`config.mk`:
```
export PLATFORM = sky130hd
export DESIGN_NAME = demorgan_sweep_ctrl
export DESIGN_NICKNAME = d
export VERILOG_FILES = /design/src/rtl/demorgan_sweep_ctrl.sv
export SDC_FILE = /design/constraint.sdc
export NUM_CORES = 1
export LEC_CHECK = 0
export CAP_MARGIN = 40
export CORE_MARGIN = 2
export CORE_UTILIZATION = 45
export CTS_CLUSTER_SIZE = 25
export DETAILED_ROUTE_END_ITERATION = 7
export GPL_TIMING_DRIVEN = 0
export PLACE_DENSITY = 0.83
export SKIP_LAST_GASP = 1
export SLEW_MARGIN = 20
export SYNTH_ARGS = -nofsm -noshare
export SYNTH_HDL_FRONTEND = slang
export SYNTH_SLANG_ARGS = --single-unit
```
`constraint.sdc`:
```
create_clock -name clk -period 1.9 [get_ports clk]
set_input_delay 0.285 -clock clk [delete_from_list [all_inputs] [get_ports clk]]
set_output_delay 0.285 -clock clk [all_outputs]
set_load 0.005 [all_outputs]
```
`src/rtl/demorgan_sweep_ctrl.sv`:
```
// Exhaustive sweep sequencer for a NOR datapath; each result is checked against ~a & ~b.
// Optional build macro STOP_ON_FAIL_EN ends the sweep at the first mismatching vector.
module demorgan_sweep_ctrl #(
    parameter int WIDTH       = 2,
    parameter int HOLD_CYCLES = 1
) (
    input  logic               clk,
    input  logic               rst,
    input  logic               start,
    output logic [WIDTH-1:0]   a_out,
    output logic [WIDTH-1:0]   b_out,
    input  logic [WIDTH-1:0]   dut_e,
    output logic               busy,
    output logic               done,
    output logic               pass,
    output logic [2*WIDTH:0]   err_count,
    output logic [WIDTH-1:0]   fail_a,
    output logic [WIDTH-1:0]   fail_b
);

    localparam int VW = 2 * WIDTH;
    localparam int CW = 2 * WIDTH + 1;
    localparam int HW = (HOLD_CYCLES > 1) ? $clog2(HOLD_CYCLES) : 1;
    localparam logic [HW-1:0] HOLD_LAST = HW'(HOLD_CYCLES - 1);

    typedef enum logic [1:0] {IDLE, APPLY, CHECK, DONE} state_t;

    state_t           state, state_nxt;
    logic [VW-1:0]    vec;
    logic [HW-1:0]    hold_cnt;
    logic [WIDTH-1:0] expect_e;
    logic             mismatch;
    logic             last_vec;
    logic             hold_last;
    logic             sweep_end;

    assign a_out     = vec[VW-1:WIDTH];
    assign b_out     = vec[WIDTH-1:0];
    assign expect_e  = ~a_out & ~b_out;
    assign mismatch  = (state == CHECK) && (dut_e != expect_e);
    assign last_vec  = (vec == '1);
    assign hold_last = (hold_cnt == HOLD_LAST);

`ifdef STOP_ON_FAIL_EN
    assign sweep_end = last_vec || mismatch;
`else
    assign sweep_end = last_vec;
`endif

    always_ff @(posedge clk or posedge rst) begin
        if (rst) begin
            state <= IDLE;
        end else begin
            state <= state_nxt;
        end
    end

    always_comb begin
        state_nxt = state;
        busy      = 1'b0;
        done      = 1'b0;
        case (state)
            IDLE: begin
                if (start) begin
                    state_nxt = APPLY;
                end
            end
            APPLY: begin
                busy = 1'b1;
                if (hold_last) begin
                    state_nxt = CHECK;
                end
            end
            CHECK: begin
                busy      = 1'b1;
                state_nxt = sweep_end ? DONE : APPLY;
            end
            DONE: begin
                done      = 1'b1;
                state_nxt = IDLE;
            end
            default: state_nxt = IDLE;
        endcase
    end

    // pass is resolved on the CHECK->DONE edge so it is already valid during the done pulse
    always_ff @(posedge clk or posedge rst) begin
        if (rst) begin
            vec       <= '0;
            hold_cnt  <= '0;
            err_count <= '0;
            pass      <= 1'b0;
            fail_a    <= '0;
            fail_b    <= '0;
        end else begin
            case (state)
                IDLE: begin
                    if (start) begin
                        vec       <= '0;
                        hold_cnt  <= '0;
                        err_count <= '0;
                        pass      <= 1'b0;
                        fail_a    <= '0;
                        fail_b    <= '0;
                    end
                end
                APPLY: begin
                    hold_cnt <= hold_last ? '0 : hold_cnt + HW'(1);
                end
                CHECK: begin
                    if (mismatch) begin
                        err_count <= err_count + CW'(1);
                        if (err_count == '0) begin
                            fail_a <= a_out;
                            fail_b <= b_out;
                        end
                    end
                    if (sweep_end) begin
                        pass <= (err_count == '0) && !mismatch;
                    end else begin
                        vec <= vec + VW'(1);
                    end
                end
                default: ;
            endcase
        end
    end

endmodule

```
==> run summary, run 1 <==
Figures from the implementation reports.

- The flow ran to the end, and the final reports show no timing, DRC or antenna violations.
- The synthesized-area fraction occupied by ao, oa, aoi and oai cells reads 0.225.
- The wire length of the first global-routing pass reads 4450 um.
- The achievable clock frequency reads 541 MHz.
- Max-cap violations in this run came to 0.
- The slack of the worst reg-to-reg path reads 50 ps.
- The number of sinks handled by clock tree synthesis is 16.
- For this run the top cell type by instance count after synthesis was sky130_fd_sc_hd__nand2_1.
- The share of post-route cells with drive strength above 1 is 0.148.
- The largest share of the power goes to combinational cells.
- The tree is rooted in a sky130_fd_sc_hd__clkbuf_4.
- The maximum clock insertion buffer count is 2.
- The slew at the pin closest to its max-slew limit reads 623 ps.
- Of the total synthesized cell area, the portion taken by full adders, half adders and majority gates is 0.0821.
- The relative slew slack is 0.581.
- After detailed routing, the wire length on met1 is 1130 um.
- The cell type with the largest total area is sky130_fd_sc_hd__dfrtp_1.
- The global-route layer with the greatest usage reads met2.
- The remaining number of nets flagged by the antenna check after routing reads 0.
- The chip area in the Yosys report is 0.00107 mm^2.
- The combinational group share of total power is 0.592.
- The critical setup path kind is reg -> reg.
- In this design, the stage delay of the slowest critical-path cell is 510 ps.
- By area the synthesized netlist is led by sky130_fd_sc_hd__dfrtp_1 (38%), sky130_fd_sc_hd__ha_1 (8.2%), sky130_fd_sc_hd__nand2_1 (6.0%).
- The fraction of the yosys area taken by sequential cells reads 0.375.
- The logic depth of the worst path, buffers included reads 5.
- The routed design shows a wire length per standard cell of 15.9 um.
- The share of flip-flops with an asynchronous set or reset after synthesis reads 1.00.
- The peak fanout along the critical path reads 8.
- The script computed the net switching share of total power as 0.445.
- Between the synthesized netlist and the finished layout, the area growth was recorded as 29.5%.
- Once the clock tree was built, the setup fixing pass inserted 0 buffers.
- The total global-route track usage reads 0.222.
- The power report attributes to the clock group a share of 0.114.
- The synthesis run shows the most used standard cells to be sky130_fd_sc_hd__nand2_1 (17), sky130_fd_sc_hd__dfrtp_1 (16), sky130_fd_sc_hd__nand3_1 (10).
- After clock tree synthesis, the clock-pin slew on the worst setup and hold paths is 100 ps.
- The maximum number of pins on one net before global-route repair reads 17.
- The synthesized netlist net count reads 128.
- The overall die height reads 52.7 um.
- The number of detailed-route iterations in the first pass is 4.
[run 1: registers in the layout (all words and copies together) (netlist names)]
| signal | flops |
|---|---|
| pass | 1 |
| state | 2 |
| vec | 4 |
| err_count | 5 |
| fail_b | 2 |
| fail_a | 2 |
[run 1: metrics by stage]
step	worst slack [ps]	std cells	power, mW	cell area [um^2]	hold WS [ps]
2_1_floorplan	176	116	1.27	1070	199
3_3_place_gp	-65.2	164	1.65	1300	477
3_5_place_dp	-125	164	1.70	1300	485
4_1_cts	3.68	168	1.94	1340	374
5_1_grt	11.6	170	2.18	1380	416
6_report	51.0	170	2.03	1380	350
[run 1: cell usage in the layout (no fill, tap or decap), types with 2 or more instances in the layout]
master and instances:
sky130_fd_sc_hd__clkdlybuf4s50_1 19, sky130_fd_sc_hd__nand2_1 17, sky130_fd_sc_hd__dfrtp_1 16, sky130_fd_sc_hd__nand3_1 10, sky130_fd_sc_hd__inv_1 6, sky130_fd_sc_hd__ha_1 6, sky130_fd_sc_hd__nor2_1 5, sky130_fd_sc_hd__o21ai_0 5
sky130_fd_sc_hd__buf_4 3, sky130_fd_sc_hd__a32o_1 3, sky130_fd_sc_hd__nand2b_1 3, sky130_fd_sc_hd__a21oi_1 3, sky130_fd_sc_hd__a31oi_1 3, sky130_fd_sc_hd__clkbuf_4 3, sky130_fd_sc_hd__clkbuf_2 2, sky130_fd_sc_hd__mux2i_1 2
sky130_fd_sc_hd__nor3_2 2, sky130_fd_sc_hd__o41ai_2 2, sky130_fd_sc_hd__a21o_1 2, sky130_fd_sc_hd__and3_1 2, sky130_fd_sc_hd__nand4_1 2
[run 1: area by class of cell]
cell class,instances,area [um^2]
well taps,28,35.0
fillers,185,851
repair buffers,22,218
multi-input cells,88,633
inverters,7,26.3
clock buffers,4,36.3
plain buffers,5,33.8
flip-flops and latches,16,400
### Sequential cells grouped by signal name, run 1

(8 px per um)
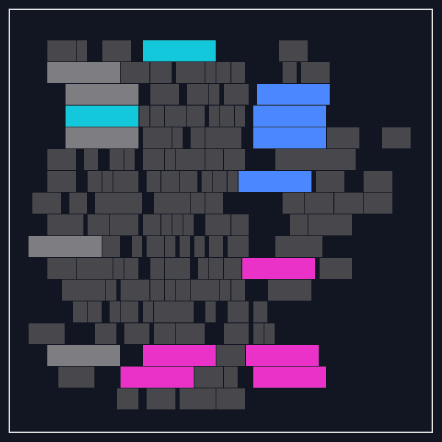
| colour | netlist name | flops |
|---|---|---|
| magenta | err_count | 5 |
| blue | vec | 4 |
| cyan | fail_b | 2 |
not coloured: 5

### Placement view, run 1

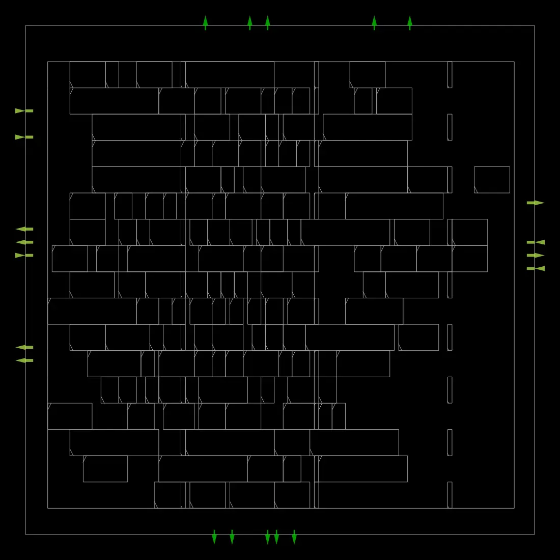
final standard cell utilization of the core: 0.619
Placement Rows: 17
fill cell count: 185
sequential cell count: 16

### Signal metal coverage by tile, run 1

(8 px per um) 11 x 11 tiles, from dark purple (low) to yellow (high), scaled to the fullest tile. Values are wire area over tile area, all layers added.
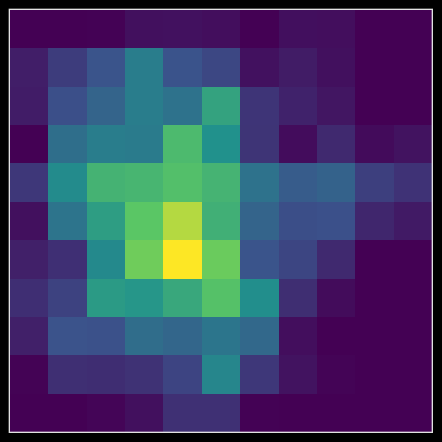
emptiest ninth of the die: south-east
fullest tile: 0.72
nearly empty tiles: 25%

### Power grid, run 1

(10 px per um) Pins as bars on the die edge.
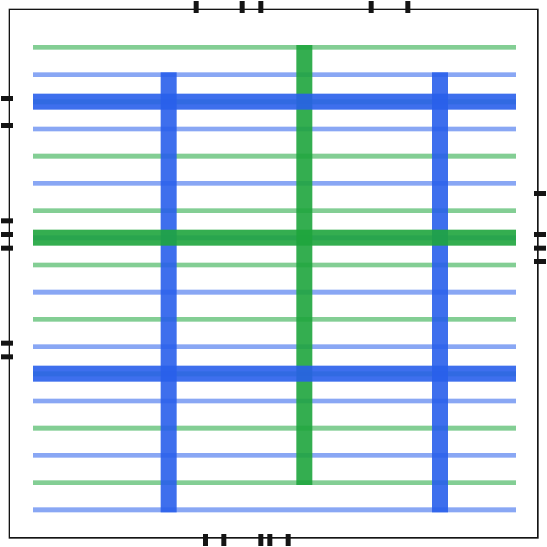

--- run 2 (diff from run 1) ---
CORE_UTILIZATION = 50   (was 45)
PLACE_DENSITY = 0.87   (was 0.83)
REMOVE_ABC_BUFFERS = 1   (was not set)
clock period = 2 ns   (was 1.9 ns; I/O delays follow)
### Power grid, run 2

(10 px per um) Pins as bars on the die edge.
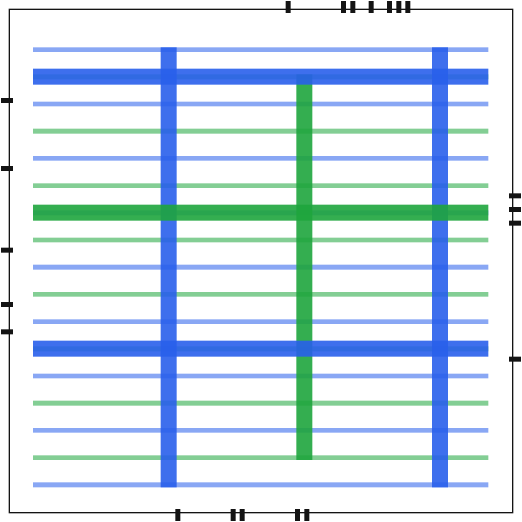
| colour | net |
|---|---|
| green | VDD |
| blue | VSS |
met5 straps: 3
rows: 16
signal pins: 21
met4 straps: 3
met1 rails: 17

### Placement view, run 2

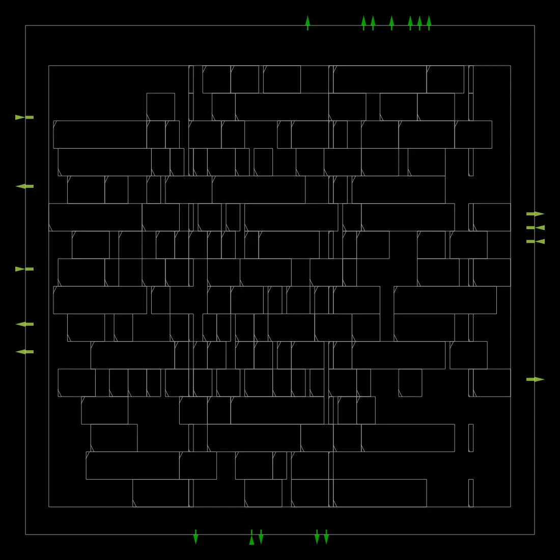
sequential share of cell area: 0.296
area of the core region: 0.00198 mm^2
num tapcells: 27
fill cell count: 162
final standard cell utilization of the core: 0.682

### Sequential cells grouped by signal name, run 2

(8 px per um)
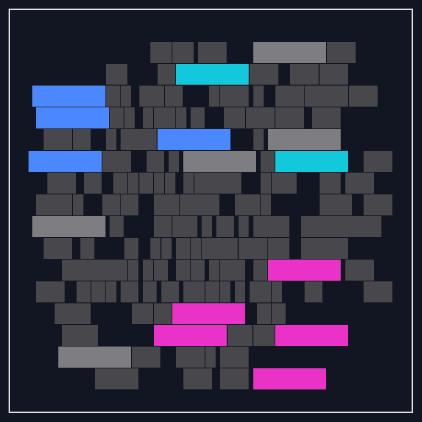
| colour | netlist name | flops |
|---|---|---|
| cyan | fail_b | 2 |
| blue | vec | 4 |
| magenta | err_count | 5 |

==> run summary, run 2 <==
Figures from the implementation reports.

- The flow ran to the end, and the final reports show no timing, DRC or antenna violations.
- The most instantiated library cell after synthesis is sky130_fd_sc_hd__nand2_1.
- Of all flip-flops after synthesis, the portion carrying an async set or reset was 1.00.
- The largest register by flop count is err_count.
- The total global-route track usage reads 0.228.
- The slack of the worst reg-to-reg path is 130 ps.
- In the placement report, post-DP HPWL is listed as 1870 um.
- Once detail routing completed, the nets flagged for antenna violations numbered 0.
- The synthesized-area fraction occupied by ao, oa, aoi and oai cells is 0.225.
- Of the synthesized area, sequential elements account for 0.375.
- The wire length of the first global-routing pass reads 4260 um.
- The overall die height is 50.2 um.
- Looking at the clock tree report, the maximum root-to-sink buffer count equals 2.
- Sorting the synthesized cells by how often they occur yields sky130_fd_sc_hd__nand2_1 (17), sky130_fd_sc_hd__dfrtp_1 (16), sky130_fd_sc_hd__nand3_1 (10).
- The clock transition at the registers of the reported paths reads 100 ps.
- The combinational group share of total power is 0.561.
- For this run, design rule violations remaining after detail routing come to 0.
- In the final layout, flip-flops and latches occupy 400 um^2.
- The critical setup path kind reads reg -> out.
- The average detailed-routed wire length per instance is 16.0 um.
- Compared with the post-synthesis result, the final layout area differs by 26.6%.
- The delay of the slowest cell on the worst path is 490 ps.
- The root buffer cell reads sky130_fd_sc_hd__clkbuf_4.
- The main area contributors are sky130_fd_sc_hd__dfrtp_1 (38%), sky130_fd_sc_hd__ha_1 (8.2%), sky130_fd_sc_hd__nand2_1 (6.0%).
- The number of max-cap violations reads 0.
- The achievable clock frequency is 526 MHz.
- The synthesized-area fraction occupied by adder cells is 0.0821.
- Per the cell usage report, the commonest logic cell in the layout is sky130_fd_sc_hd__clkdlybuf4s50_1.
- For the finished layout, the period the worst path requires is 1900 ps.
- The count of standard-cell rows is 16.
- The switching portion of total power reads 0.443.
- The peak fanout along the critical path is 5.
- The library cells used most frequently in the layout, excluding fill and tap cells, are sky130_fd_sc_hd__clkdlybuf4s50_1 (20), sky130_fd_sc_hd__nand2_1 (17), sky130_fd_sc_hd__dfrtp_1 (16).
- The maximum number of pins on one net before global-route repair is 22.
- The heaviest power group is combinational cells.
- The chip area in the Yosys report is 0.00107 mm^2.
- Leaving out buffers and inverters, the combinational logic in the layout accounts for 639 um^2.
- At the placement stage, the worst setup path has a slack of -272 ps.
- The slew at the pin closest to its max-slew limit is 671 ps.
- The average cell area after synthesis reads 9.20 um^2.
- The flip-flop count of the largest register after layout reads 5.
- In the Yosys report the total cell count is 116.
run 2: cell counts after synthesis:
No cell type changed its count.
run 2: path summary, 6_finish.rpt:
path | endpoint | cells past startpoint
worst max-delay path | busy | 3
worst min-delay path | state[0]$_DFFE_PP0P_ | 2
worst max register to register | err_count[4]$_DFFE_PP0P_ | 4
worst min register to register | fail_a[1]$_DFFE_PP0P_ | 1
max in group asynchronous | fail_b[1]$_DFFE_PP0P_ | 2
min in group clk | fail_a[1]$_DFFE_PP0P_ | 1
run 2: what timing repair did:
item	CTS	global route
buffers inserted	0	2
hold buffers	0	0
gates resized	3	1
endpoints found under the setup margin	10	5
gates cloned	0	0
run 2: cell type report:
| type | instances | share of cell area |
|---|---|---|
| inverter | 7 | 0.0194 |
| tap | 27 | 0.0250 |
| sequential | 16 | 0.296 |
| timing repair buffer | 22 | 0.159 |
| multi-input combinational | 88 | 0.473 |
| clock buffer | 4 | 0.0269 |
run 2: cells by family after synthesis:
family	count (synthesis)
simple gates	50
compound gates	29
flops	16
buf+inv	12
fa+ha+maj	7
mux	2
run 2: metrics by stage:
| stage | area, um^2 | utilization | power, mW | hold WS (ps) | cells |
|---|---|---|---|---|---|
| 2_1_floorplan | 1040 | - | 1.18 | 214 | 111 |
| 3_3_place_gp | 1270 | 0.643 | 1.53 | 477 | 158 |
| 3_5_place_dp | 1270 | 0.643 | 1.58 | 486 | 158 |
| 4_1_cts | 1330 | 0.669 | 1.85 | 388 | 162 |
| 5_1_grt | 1350 | 0.682 | 2.05 | 431 | 164 |
| 6_report | 1350 | 0.682 | 1.89 | 368 | 164 |
run 2: per-layer routing:
layer  vias up  GRT usage  part of all wire
li1        480          -                 -
met3         8     0.0298             0.053
met4         0      0.148             0.025
met2        29      0.364              0.51
met5         -          0                 0
met1       496      0.290              0.42
No activity file was given, so power comes from the tool's default toggle rates.
